## src/rtl/alu_branch_unit.sv

```systemverilog
// Single-cycle ALU with ALU-control decode, signed branch comparator and a
// registered copy of the ALU result.
module alu_branch_unit #(
  parameter int DATA_W = 32
) (
  input  logic              clk,
  input  logic              rst,
  input  logic [DATA_W-1:0] SrcA,
  input  logic [DATA_W-1:0] SrcB,
  input  logic [5:0]        OP,
  input  logic [5:0]        funct,
  input  logic [4:0]        shamt,
  input  logic [1:0]        ALUCtrlOp,
  input  logic [DATA_W-1:0] BrA,
  input  logic [DATA_W-1:0] BrB,
  input  logic [4:0]        BrFunct,
  output logic [5:0]        ALUOp,
  output logic [DATA_W-1:0] ALUResult,
  output logic [DATA_W-1:0] ALUResultReg,
  output logic              Zero,
  output logic              Overflow,
  output logic              BranchSucceed
);

  localparam logic [5:0] OP_ADD  = 6'd0,  OP_ADDU = 6'd1,  OP_SUB  = 6'd2;
  localparam logic [5:0] OP_SUBU = 6'd3,  OP_AND  = 6'd4,  OP_OR   = 6'd5;
  localparam logic [5:0] OP_XOR  = 6'd6,  OP_NOR  = 6'd7,  OP_SLT  = 6'd8;
  localparam logic [5:0] OP_SLTU = 6'd9,  OP_SLL  = 6'd10, OP_SRL  = 6'd11;
  localparam logic [5:0] OP_SRA  = 6'd12, OP_SLLV = 6'd13, OP_SRLV = 6'd14;
  localparam logic [5:0] OP_SRAV = 6'd15, OP_LUI  = 6'd16;

  logic signed [DATA_W-1:0] a_s, b_s, bra_s, brb_s;
  logic        [DATA_W-1:0] sum, diff;
  logic        [DATA_W-1:0] alu_result_d, alu_result_q;

  // Signed overflow: operands agree in sign (add) or differ (sub) and the
  // result's sign departs from operand A.
  function automatic logic add_ovf(input logic [DATA_W-1:0] a, b, r);
    return (a[DATA_W-1] == b[DATA_W-1]) && (r[DATA_W-1] != a[DATA_W-1]);
  endfunction

  function automatic logic sub_ovf(input logic [DATA_W-1:0] a, b, r);
    return (a[DATA_W-1] != b[DATA_W-1]) && (r[DATA_W-1] != a[DATA_W-1]);
  endfunction

  always_comb begin
    ALUOp = OP_ADD;
    unique case (ALUCtrlOp)
      2'b00: ALUOp = OP_ADD;
      2'b01: ALUOp = OP_SUB;
      2'b10: begin
        case (funct)
          6'h20: ALUOp = OP_ADD;
          6'h21: ALUOp = OP_ADDU;
          6'h22: ALUOp = OP_SUB;
          6'h23: ALUOp = OP_SUBU;
          6'h24: ALUOp = OP_AND;
          6'h25: ALUOp = OP_OR;
          6'h26: ALUOp = OP_XOR;
          6'h27: ALUOp = OP_NOR;
          6'h2A: ALUOp = OP_SLT;
          6'h2B: ALUOp = OP_SLTU;
          6'h00: ALUOp = OP_SLL;
          6'h02: ALUOp = OP_SRL;
          6'h03: ALUOp = OP_SRA;
          6'h04: ALUOp = OP_SLLV;
          6'h06: ALUOp = OP_SRLV;
          6'h07: ALUOp = OP_SRAV;
          default: ALUOp = OP_ADD;
        endcase
      end
      default: begin
        case (OP)
          6'h09: ALUOp = OP_ADDU;
          6'h0C: ALUOp = OP_AND;
          6'h0D: ALUOp = OP_OR;
          6'h0E: ALUOp = OP_XOR;
          6'h0A: ALUOp = OP_SLT;
          6'h0B: ALUOp = OP_SLTU;
          6'h0F: ALUOp = OP_LUI;
          default: ALUOp = OP_ADD;
        endcase
      end
    endcase
  end

  always_comb begin
    a_s       = SrcA;
    b_s       = SrcB;
    sum       = SrcA + SrcB;
    diff      = SrcA - SrcB;
    ALUResult = sum;
    Overflow  = 1'b0;
    case (ALUOp)
      OP_ADD:  begin ALUResult = sum;  Overflow = add_ovf(SrcA, SrcB, sum);  end
      OP_ADDU: ALUResult = sum;
      OP_SUB:  begin ALUResult = diff; Overflow = sub_ovf(SrcA, SrcB, diff); end
      OP_SUBU: ALUResult = diff;
      OP_AND:  ALUResult = SrcA & SrcB;
      OP_OR:   ALUResult = SrcA | SrcB;
      OP_XOR:  ALUResult = SrcA ^ SrcB;
      OP_NOR:  ALUResult = ~(SrcA | SrcB);
      OP_SLT:  ALUResult = {{(DATA_W-1){1'b0}}, a_s < b_s};
      OP_SLTU: ALUResult = {{(DATA_W-1){1'b0}}, SrcA < SrcB};
      OP_SLL:  ALUResult = SrcB << shamt;
      OP_SRL:  ALUResult = SrcB >> shamt;
      OP_SRA:  ALUResult = b_s >>> shamt;
      OP_SLLV: ALUResult = SrcB << SrcA[4:0];
      OP_SRLV: ALUResult = SrcB >> SrcA[4:0];
      OP_SRAV: ALUResult = b_s >>> SrcA[4:0];
      OP_LUI:  ALUResult = {SrcB[15:0], 16'h0000};
      default: ALUResult = sum;
    endcase
  end

  assign Zero = (ALUResult == '0);

  // Branch comparator reads the register file directly, not the ALU.
  always_comb begin
    bra_s         = BrA;
    brb_s         = BrB;
    BranchSucceed = 1'b0;
    case (OP)
      6'h04: BranchSucceed = (bra_s == brb_s);
      6'h05: BranchSucceed = (bra_s != brb_s);
      6'h06: BranchSucceed = (bra_s <= 0);
      6'h07: BranchSucceed = (bra_s > 0);
      6'h01: begin
        if (BrFunct == 5'b00000)      BranchSucceed = (bra_s < 0);
        else if (BrFunct == 5'b00001) BranchSucceed = (bra_s >= 0);
      end
      default: BranchSucceed = 1'b0;
    endcase
  end

  assign alu_result_d = ALUResult;

  always_ff @(posedge clk) begin
    if (rst) alu_result_q <= '0;
    else     alu_result_q <= alu_result_d;
  end

  assign ALUResultReg = alu_result_q;

endmodule

```

## config.mk

```make
export PLATFORM = sky130hd
export DESIGN_NAME = alu_branch_unit
export DESIGN_NICKNAME = d
export VERILOG_FILES = /design/src/rtl/alu_branch_unit.sv
export SDC_FILE = /design/constraint.sdc
export NUM_CORES = 1
export LEC_CHECK = 0
export ABC_AREA = 1
export CELL_PAD_IN_SITES_DETAIL_PLACEMENT = 1
export CELL_PAD_IN_SITES_GLOBAL_PLACEMENT = 2
export CORE_ASPECT_RATIO = 0.75
export CORE_UTILIZATION = 30
export DETAILED_ROUTE_END_ITERATION = 7
export GPL_ROUTABILITY_DRIVEN = 0
export PLACE_DENSITY_LB_ADDON = 0.2
export SKIP_LAST_GASP = 1
export SLEW_MARGIN = 5
export SYNTH_ARGS = -nofsm -noshare
export SYNTH_HDL_FRONTEND = slang
export SYNTH_SLANG_ARGS = --single-unit
```

## constraint.sdc

```tcl
create_clock -name clk -period 7 [get_ports clk]
set_input_delay 1.05 -clock clk [delete_from_list [all_inputs] [get_ports clk]]
set_output_delay 1.05 -clock clk [all_outputs]
set_load 0.1 [all_outputs]
```

run_1/cell_classes.png
Scale bar: 50 um. Fill, decap, tap and diode cells in grey.
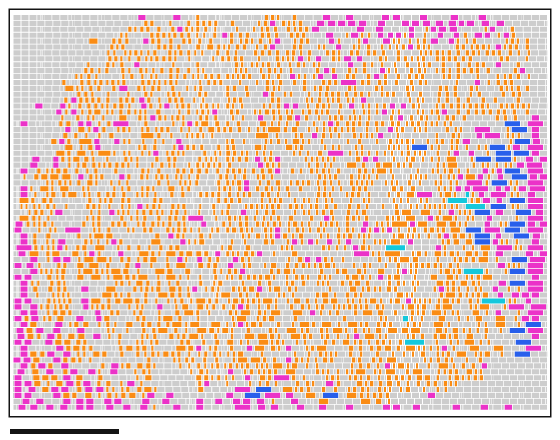
colour	class	cells	share of their area
cyan	clock drivers and dummy loads	8	0.97%
magenta	other buffers and delay cells	403	23%
blue	flip-flops	32	3.7%
orange	all other logic	2,493	72%
flip-flop and latch share of the layout cell area: 3.55%
cell area after layout: 18,000 um^2

run_1/pins.png
Scale bar: 50 um. Pins as bars across the die edge, other pins in grey.
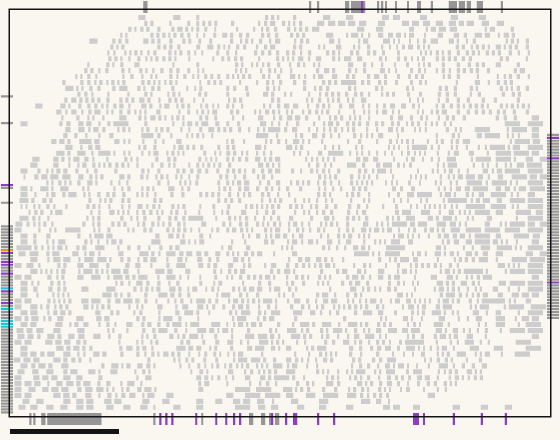
colour	port	pins	direction	edge
orange	Overflow	1	output	left
purple	SrcA	32	input	21 bottom, 7 left, 3 right, 1 top
cyan	BrFunct	5	input	left
all pins by edge	69 left, 63 right, 61 bottom, 34 top
vertical extent of the die: 187 um
die width: 249 um

run_1/density.png
25 x 19 tiles, from black (low) to pale yellow (high), 0 to 100% covered.
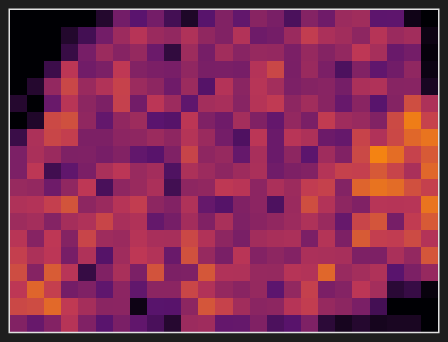
nearly empty tiles	4.6%
emptiest ninth of the die	top left
fullest tile	72%
core box area: 44,800 um^2
final cell utilization of the core: 40.2%

==> commit_impl_results.txt <==
Log flow metrics for this revision

* #FFs+latches synth: 32
- Synthesis warning total: 0
- Result of the run: completed
- In the layout the commonest cells are 723 x nand2_1, 658 x nand3_1, 262 x inv_1, 191 x nor2_1, 191 x clkdlybuf4s50_1.
- Before antenna repair, the detailed router went through 7 iterations.
- By startpoint and endpoint, the worst setup path is classified as in2out.
- Max IR drop VDD: 0.120 mV
- Worst Path Max Fanout: 5
- The internal portion of the total power is 1.08 mW.
- The number of nets in the synthesized netlist is 2,911.
* Worst-case setup margin in the final layout: 0.0392 ns
- Most common flop cell mapped by yosys: dfxtp_1
* DIE AREA: 46,500 um^2
* Hold-fix buffers at CTS: 0
- Of all flip-flops after synthesis, the portion carrying an async set or reset was 0%.
- The switching portion of total power comes to 61.1%.
- Power consumed by sequential cells: 0.218 mW
- Worst endpoint data arrival time: 5.91 ns
* Pin count of the biggest net entering global routing: 40
- The biggest slice of the total power is consumed by combinational logic.
- Clk Tree Root Cell: clkbuf_16
- Number of resized instances in the post-cts repair step: 0
- Share of post-route cells with drive strength above 1: 10.1%
- The leakage component of the power was reported as 8.89 nW.
- Crit path buf inv count: 5
- The first global-routing pass estimated 138,000 um of wire.
* Post-detailed-route DRC marker count: 0
* Post-synthesis sequential area ratio: 4.68%
- The worst setup path is captured at a primary output.
- Synthesis-to-finish area growth: 31.7%
* Yosys-reported design area after synthesis: 13,700 um^2
* Global-route usage over all layers: 39.9%
- The synthesized instance count is 2,656.
- In this run the worst hold path is classified as in2reg.
- Hold timing on the final database bottoms out at a slack of 1.57 ns.
* Cell area after placement: 17,800 um^2
- Per-cell routed wire length: 27.7 um
* Fill cells: 6,270
- The final critical path takes up 99.4% of the cycle.
- The number of clock sinks came to 32.
* Critical Path RT: 5.95 ns
* Total power density per cell area: 154 nW/um^2
* Part of the total power dissipated in combinational logic: 82.6%
- P_clk: 0.265 mW
- The number of warnings reported in the stage logs is 92.
* Number of enable-type register cells in the synthesized netlist: 0
- Per the post-place timing report, worst setup slack is 0.116 ns.
-- run 1: Yosys cell counts, drive strengths merged, types with 23 or more instances --
| master | n | share of area [%] |
|---|---|---|
| a21oi | 129 | 4.8 |
| buf | 77 | 3.2 |
| clkbuf | 56 | 1.5 |
| dfxtp | 32 | 4.7 |
| ha | 99 | 9.0 |
| inv | 274 | 7.5 |
| nand2 | 741 | 21 |
| nand3 | 663 | 24 |
| nand4 | 37 | 1.7 |
| nor2 | 206 | 6.0 |
| nor3 | 25 | 0.91 |
| o21ai | 139 | 5.6 |
| xor2 | 23 | 1.5 |
-- run 1: metal layers --
layer	track usage, %	wire [um]	up-vias	share of wire [%]
li1	-	-	9463	-
met1	53.2	40200	10200	41
met2	56.4	38200	1460	39
met3	12.1	12600	285	13
met4	22.8	6550	2	6.7
met5	0	11	-	0.011
-- run 1: cells by family after synthesis --
logic type | share of synthesized area, %
other | 0.0274
adder cells (fa/ha/maj) | 9.34
flip-flops | 4.68
AND-OR/OR-AND | 15.6
AND/OR/NAND/NOR | 55.1
buffers and inverters | 12.4
XOR/XNOR | 2.88
-- run 1: cell type report --
class	count	area (um^2)	area share [%]
multi-input combinational	2215	11400	63.4
timing repair buffer	403	4010	22.2
inverter	278	1050	5.82
tap	586	733	4.07
sequential	32	641	3.55
clock buffer	5	125	0.694
clock inverter	3	42.5	0.236
antenna	3	7.51	0.0416
-- run 1: how the worst max path moves through the flow --
| stage | from | to | cells past startpoint |
|---|---|---|---|
| after global placement | funct[0] | Zero | 28 |
| after floorplan | funct[1] | Zero | 25 |
| after CTS | funct[0] | Zero | 28 |
| final | SrcB[0] | Zero | 25 |
| after detailed placement | funct[0] | Zero | 28 |
| after global routing | funct[0] | Zero | 29 |
Power is estimated from default activity; no workload was simulated.
